### Clock wires, drivers and flops

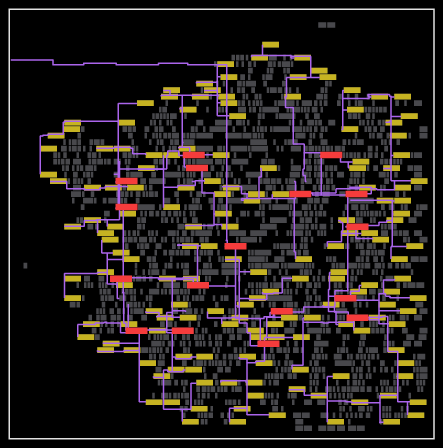
### Placement density heat map

18 x 18 tiles, from dark blue (low) to red (high), 0 to 100% covered.
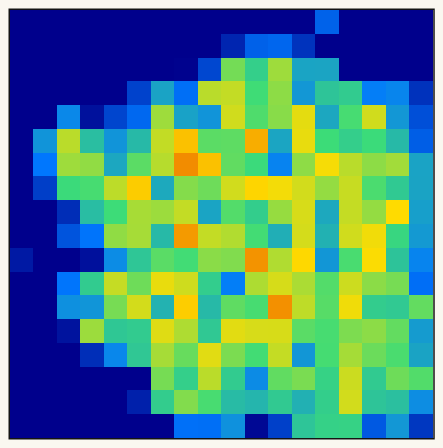
### Routing congestion

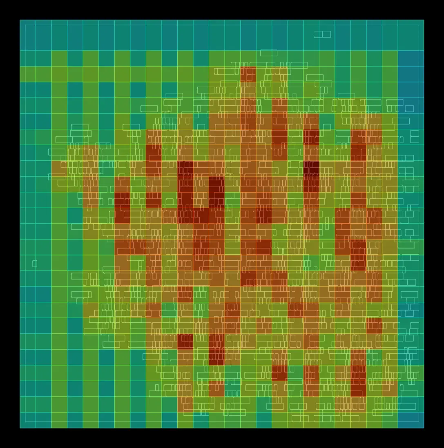
[src/rtl/vga_addr_pkg.sv]
// Shared types for the VGA window address generator.
// Holds the frame state enum and the addressing-mode enum.
package vga_addr_pkg;

  typedef enum logic [1:0] {
    IDLE   = 2'd0,
    ARMED  = 2'd1,
    ACTIVE = 2'd2
  } state_e;

  typedef enum logic {
    MODE_LINEAR = 1'b0,
    MODE_TILED  = 1'b1
  } mode_e;

endpackage

[src/rtl/axis_tile_counter.sv]
// Per-axis local/tile counter with stride accumulators.
// Ports: clk, reset (sync, active-high), clr, inc; off_d = next
// loc*LOC_STRIDE + tile*TILE_STRIDE, built without multipliers.
module axis_tile_counter
  import vga_addr_pkg::*;
#(
  parameter int TILE_SZ     = 100,
  parameter int TILE_CNT    = 4,
  parameter int LOC_STRIDE  = 1,
  parameter int TILE_STRIDE = 10000,
  parameter int CNT_W       = 10,
  parameter int ACC_W       = 18
) (
  input  logic             clk,
  input  logic             reset,
  input  logic             clr,
  input  logic             inc,
  output logic [ACC_W-1:0] off_d
);

  localparam logic [CNT_W-1:0] LOC_LAST  = CNT_W'(TILE_SZ - 1);
  localparam logic [CNT_W-1:0] TILE_LAST = CNT_W'(TILE_CNT - 1);
  localparam logic [ACC_W-1:0] LOC_STEP  = ACC_W'(LOC_STRIDE);
  localparam logic [ACC_W-1:0] TILE_STEP = ACC_W'(TILE_STRIDE);

  logic [CNT_W-1:0] loc_q, loc_d;
  logic [CNT_W-1:0] tile_q, tile_d;
  logic [ACC_W-1:0] loc_acc_q, loc_acc_d;
  logic [ACC_W-1:0] tile_acc_q, tile_acc_d;
  logic             loc_wrap;
  logic             tile_wrap;

  assign loc_wrap  = (loc_q == LOC_LAST);
  assign tile_wrap = (tile_q == TILE_LAST);

  always_comb begin
    loc_d      = loc_q;
    tile_d     = tile_q;
    loc_acc_d  = loc_acc_q;
    tile_acc_d = tile_acc_q;
    if (clr) begin
      loc_d      = '0;
      tile_d     = '0;
      loc_acc_d  = '0;
      tile_acc_d = '0;
    end else if (inc) begin
      if (loc_wrap) begin
        loc_d     = '0;
        loc_acc_d = '0;
        if (tile_wrap) begin
          tile_d     = '0;
          tile_acc_d = '0;
        end else begin
          tile_d     = tile_q + CNT_W'(1);
          tile_acc_d = tile_acc_q + TILE_STEP;
        end
      end else begin
        loc_d     = loc_q + CNT_W'(1);
        loc_acc_d = loc_acc_q + LOC_STEP;
      end
    end
  end

  // Offset of the pixel being addressed this cycle (uses next values
  // so the address is ready one cycle after the coordinate).
  assign off_d = loc_acc_d + tile_acc_d;

  always_ff @(posedge clk) begin
    if (reset) begin
      loc_q      <= '0;
      tile_q     <= '0;
      loc_acc_q  <= '0;
      tile_acc_q <= '0;
    end else begin
      loc_q      <= loc_d;
      tile_q     <= tile_d;
      loc_acc_q  <= loc_acc_d;
      tile_acc_q <= tile_acc_d;
    end
  end

endmodule

[src/rtl/tile_address_gen.sv]
// Window address generator: linear or tiled ROM addresses per pixel.
// In: clk, reset, x, y, enable, mode. Out: addr_out, addr_valid, we, frame_done.
module tile_address_gen
  import vga_addr_pkg::*;
#(
  parameter int ADDR_W  = 18,
  parameter int COORD_W = 10,
  parameter int X0      = 120,
  parameter int Y0      = 40,
  parameter int TILE_W  = 100,
  parameter int TILE_H  = 100,
  parameter int TILES_X = 4,
  parameter int TILES_Y = 4
) (
  input  logic               clk,
  input  logic               reset,
  input  logic [COORD_W-1:0] x,
  input  logic [COORD_W-1:0] y,
  input  logic               enable,
  input  logic               mode,
  output logic [ADDR_W-1:0]  addr_out,
  output logic               addr_valid,
  output logic               we,
  output logic               frame_done
);

  localparam int WIN_W  = TILES_X * TILE_W;
  localparam int WIN_H  = TILES_Y * TILE_H;
  localparam int TILE_A = TILE_W * TILE_H;

  localparam longint WIN_PIX = longint'(WIN_W) * longint'(WIN_H);
  localparam longint ADDR_SP = longint'(1) << ADDR_W;
  localparam longint COORD_SP = longint'(1) << COORD_W;

  if (WIN_PIX > ADDR_SP) begin : g_addr_chk
    $error("tile_address_gen: window does not fit in ADDR_W");
  end
  if (longint'(X0 + WIN_W) > COORD_SP ||
      longint'(Y0 + WIN_H) > COORD_SP) begin : g_coord_chk
    $error("tile_address_gen: window exceeds coordinate range");
  end

  localparam logic [COORD_W:0]   X_LO   = (COORD_W+1)'(X0);
  localparam logic [COORD_W:0]   X_HI   = (COORD_W+1)'(X0 + WIN_W);
  localparam logic [COORD_W:0]   Y_LO   = (COORD_W+1)'(Y0);
  localparam logic [COORD_W:0]   Y_HI   = (COORD_W+1)'(Y0 + WIN_H);
  localparam logic [COORD_W-1:0] X_ORG  = COORD_W'(X0);
  localparam logic [COORD_W-1:0] Y_ORG  = COORD_W'(Y0);
  localparam logic [COORD_W-1:0] X_LAST = COORD_W'(X0 + WIN_W - 1);
  localparam logic [COORD_W-1:0] Y_LAST = COORD_W'(Y0 + WIN_H - 1);

  state_e            state_q, state_d;
  mode_e             mode_q, mode_d;
  logic [COORD_W-1:0] x_q;
  logic [ADDR_W-1:0] lin_q, lin_d;
  logic [ADDR_W-1:0] addr_q, addr_d;
  logic              valid_q, valid_d;
  logic              we_q, we_d;
  logic              done_q, done_d;

  logic [COORD_W:0]  xe, ye;
  logic              in_win, at_org, at_last, row_first;
  logic              step, start, adv, use_tiled;
  logic              x_clr, x_inc, y_inc;
  logic [ADDR_W-1:0] x_off, y_off, tile_addr;

  assign xe        = {1'b0, x};
  assign ye        = {1'b0, y};
  assign in_win    = (xe >= X_LO) && (xe < X_HI) &&
                     (ye >= Y_LO) && (ye < Y_HI);
  assign at_org    = (x == X_ORG) && (y == Y_ORG);
  assign at_last   = (x == X_LAST) && (y == Y_LAST);
  assign row_first = (x == X_ORG);
  assign step      = (x != x_q);

  assign start = enable && (state_q == ARMED) && step && at_org;
  assign adv   = enable && (state_q == ACTIVE) && step && in_win;

  // First window pixel of a row restarts x and advances y; the frame
  // origin clears both axes.
  assign x_clr = start || (adv && row_first);
  assign x_inc = adv && !row_first;
  assign y_inc = adv && row_first;

  axis_tile_counter #(
    .TILE_SZ    (TILE_W),
    .TILE_CNT   (TILES_X),
    .LOC_STRIDE (1),
    .TILE_STRIDE(TILE_A),
    .CNT_W      (COORD_W),
    .ACC_W      (ADDR_W)
  ) u_x_axis (
    .clk  (clk),
    .reset(reset),
    .clr  (x_clr),
    .inc  (x_inc),
    .off_d(x_off)
  );

  axis_tile_counter #(
    .TILE_SZ    (TILE_H),
    .TILE_CNT   (TILES_Y),
    .LOC_STRIDE (TILE_W),
    .TILE_STRIDE(TILES_X * TILE_A),
    .CNT_W      (COORD_W),
    .ACC_W      (ADDR_W)
  ) u_y_axis (
    .clk  (clk),
    .reset(reset),
    .clr  (start),
    .inc  (y_inc),
    .off_d(y_off)
  );

  assign tile_addr = x_off + y_off;
  assign use_tiled = start ? mode : (mode_q == MODE_TILED);

  always_comb begin
    state_d = state_q;
    unique case (state_q)
      IDLE:    state_d = ARMED;
      ARMED:   if (start) state_d = ACTIVE;
      ACTIVE:  if (adv && at_last) state_d = ARMED;
      default: state_d = IDLE;
    endcase
    if (!enable) state_d = IDLE;
  end

  always_comb begin
    mode_d = start ? mode_e'(mode) : mode_q;
    lin_d  = lin_q;
    if (start) lin_d = '0;
    else if (adv) lin_d = lin_q + ADDR_W'(1);
    addr_d = addr_q;
    if (start || adv) addr_d = use_tiled ? tile_addr : lin_d;
    valid_d = start || (enable && (state_q == ACTIVE) && in_win);
    we_d    = start || (enable && (state_q == ACTIVE));
    // we still high while ARMED means the last pixel just went out.
    done_d  = enable && we_q && (state_q == ARMED);
  end

  always_ff @(posedge clk) begin
    if (reset) begin
      state_q <= IDLE;
      mode_q  <= MODE_LINEAR;
      x_q     <= '0;
      lin_q   <= '0;
      addr_q  <= '0;
      valid_q <= 1'b0;
      we_q    <= 1'b0;
      done_q  <= 1'b0;
    end else begin
      state_q <= state_d;
      mode_q  <= mode_d;
      x_q     <= x;
      lin_q   <= lin_d;
      addr_q  <= addr_d;
      valid_q <= valid_d;
      we_q    <= we_d;
      done_q  <= done_d;
    end
  end

  assign addr_out   = addr_q;
  assign addr_valid = valid_q;
  assign we         = we_q;
  assign frame_done = done_q;

endmodule

[config.mk]
export PLATFORM = sky130hd
export DESIGN_NAME = tile_address_gen
export DESIGN_NICKNAME = d
export VERILOG_FILES = /design/src/rtl/vga_addr_pkg.sv /design/src/rtl/axis_tile_counter.sv /design/src/rtl/tile_address_gen.sv
export SDC_FILE = /design/constraint.sdc
export NUM_CORES = 1
export LEC_CHECK = 0
export ABC_AREA = 1
export ABC_CLOCK_PERIOD_IN_PS = 7160
export CORE_AREA = 2 2 175 177
export DETAILED_ROUTE_END_ITERATION = 8
export DIE_AREA = 0 0 177 179
export SYNTH_ARGS = -nofsm -noshare
export SYNTH_HDL_FRONTEND = slang
export SYNTH_SLANG_ARGS = --single-unit
[constraint.sdc]
create_clock -name clk -period 7.16 [get_ports clk]
set_clock_uncertainty 0.15 [all_clocks]
set_input_delay 1.074 -clock clk [delete_from_list [all_inputs] [get_ports clk]]
set_output_delay 1.074 -clock clk [all_outputs]
set_load 0.03 [all_outputs]
==> qor.log <==
[clock_tree] number of gates given a new drive strength after cts 0
[floorplanning] Chip Height 179 um
[final_layout] share of post-route cells with drive strength above 1 7.93%
[sta] number of pins with negative max-slew slack in the final report 0
[sta] Worst-Margin Slew 752 ps
[yosys] proportion of synthesized flip-flops having asynchronous set or reset 0%
[worst_setup_path] standard cell with the maximum stage delay on the critical path fa_1
[worst_setup_path] capturing element of the worst setup path addr_out[17]
[worst_setup_path] Most Frequent Cell on Critical Path inv_1
[status] result of the run finished, final reports clean
[route] via count of the routed design 9534
[sta] Final Critical Period 6480 ps
[route] Initial DRC Count 632
[power] internal cell power 0.00147 W
[hold_path] kind of path behind the tightest hold check flip-flop to flip-flop
[sta] setup repair after global routing missed its margin no
[worst_setup_path] Worst setup startpoint x[7]
[clock_tree] Setup Buffers After CTS 0
[floorplanning] Ports 45
[yosys] distinct cell type count of the synthesized netlist 56
[power] power density of the placed cells 164 nW/um2
[placed_design] post-placement setup slack 374 ps
[clock_tree] number of levels in the clock H-tree 4
[yosys] number of nets at floorplan 1558
[power] IR Drop Worst-Case VDD 0.165 mV
[route] DR DRC count 0
[route] length of routed wiring on met1 13000 um
[yosys] AND-OR/OR-AND share of the synthesized area 11.9%
Notes on 'Clock wires, drivers and flops' above:
Yellow is flip-flops, count 164. Red is cells driving clock nets, count 17. Purple is clock wires, length 2440 um.
Position of the flops: spread over the die.
Late-Pin Clk Latency: 450 ps
Clock net power: 0.000953 W
power share of the clock group: 49.3%

Notes on 'Placement density heat map' above:
27% of the tiles are nearly empty. The emptiest ninth of the die: north-west. The fullest tile reaches 84%.
FP Util: 34.2%
core area: 30000 um2
final design utilization: 39.3%

Notes on 'Routing congestion' above:
GRT Util Overall: 18.3%
average routed wire per standard cell: 14.5 um
GR Util met2: 30.8%

[cell type report]
type | count | share of cell area [%]
Multi-Input combinational cell | 1011 | 49.5
Inverter | 269 | 8.56
Clock buffer | 19 | 3.84
Sequential cell | 164 | 27.8
Tap cell | 396 | 4.20
Timing Repair Buffer | 62 | 4.84
Clock inverter | 13 | 1.24
[state kept, by name, summed over array words and instances, names as in the netlist]
signal,flops
addr_out,18
lin_q,18
u_x_axis.loc_acc_q,18
u_x_axis.tile_acc_q,18
u_y_axis.loc_acc_q,18
u_y_axis.tile_acc_q,18
u_x_axis.loc_q,10
u_x_axis.tile_q,10
u_y_axis.loc_q,10
u_y_axis.tile_q,10
x_q,10
state_q,2
addr_valid,1
frame_done,1
mode_q,1
we,1
[synthesized netlist by cell type, types with 3 or more instances]
library cell  instances  area (um2)
o211ai_1              5        37.5
dfxtp_1             164        3280
nor2_1              191         717
o21a_1                4        30.0
o21bai_1             11        82.6
a21o_1                4        30.0
a31oi_1              14        87.6
nor2_2               17         106
nor4_1               25         156
nor4_2                3        37.5
nand2_1             244         916
nand4_1              29         181
and2_1                8        50.1
a211oi_1              7        52.6
nand3b_1              6        45.0
nand3_2               3        30.0
xor2_1               27         236
nand3_1              70         350
nor3_1               59         295
xnor2_1               7        61.3
o21ai_1               8        40.0
ha_1                 26         325
and3_1                4        25.0
inv_1               257         965
fa_1                 34         681
inv_2                11        41.3
nor3b_1              12        90.1
o21ai_0              66         330
clkbuf_1             18        67.6
a21oi_1              79         395
o31ai_1               3        22.5
or2_2                 9        56.3
buf_2                10        50.1
nor3_2                8        80.1
nand2_2               6        37.5
[power groups by stage]
stage          clock network, W  logic (W)  registers, W
3_3_place_gp                  0  0.0000629      0.000938
5_1_grt                 0.00101  0.0000696      0.000917
6_report               0.000953  0.0000631      0.000917
2_1_floorplan                 0  0.0000341      0.000937
4_1_cts                0.000975  0.0000635      0.000917
3_5_place_dp                  0  0.0000632      0.000938
[cells in the final DEF, fill, tap and decap left out, types with 5 or more instances in the layout]
master           instances
a211oi_1                 7
a21oi_1                 79
a31oi_1                 14
and2_1                   8
buf_4                   18
clkbuf_16               17
clkdlybuf4s50_1         43
dfxtp_1                164
fa_1                    34
ha_1                    26
inv_1                  257
inv_2                   11
nand2_1                244
nand2_2                  6
nand3_1                 70
nand3b_1                 6
nand4_1                 29
nor2_1                 191
nor2_2                  17
nor3_1                  59
nor3_2                   8
nor3b_1                 12
nor4_1                  25
o211ai_1                 5
o21ai_0                 66
o21ai_1                  8
o21bai_1                11
or2_2                    9
xnor2_1                  7
xor2_1                  27
[critical path: cells and delay by family]
kind / cells / cell delay (ps)
simple gates: 14 / 2080
fa+ha+maj: 3 / 1370
compound gates: 5 / 1000
buf+inv: 6 / 940
xor+xnor: 1 / 230
[per-stage QoR]
step	power (W)	area (um2)	hold slack, ps	utilization [%]
after CTS	0.00195	11800	298	39.3
after global placement	0.00100	11200	287	37.3
after detailed placement	0.00100	11200	293	37.3
after global routing	0.00200	11800	327	39.3
after floorplan	0.000971	10300	266	-
final	0.00193	11800	303	39.3
Power and IR drop assume default switching activity.
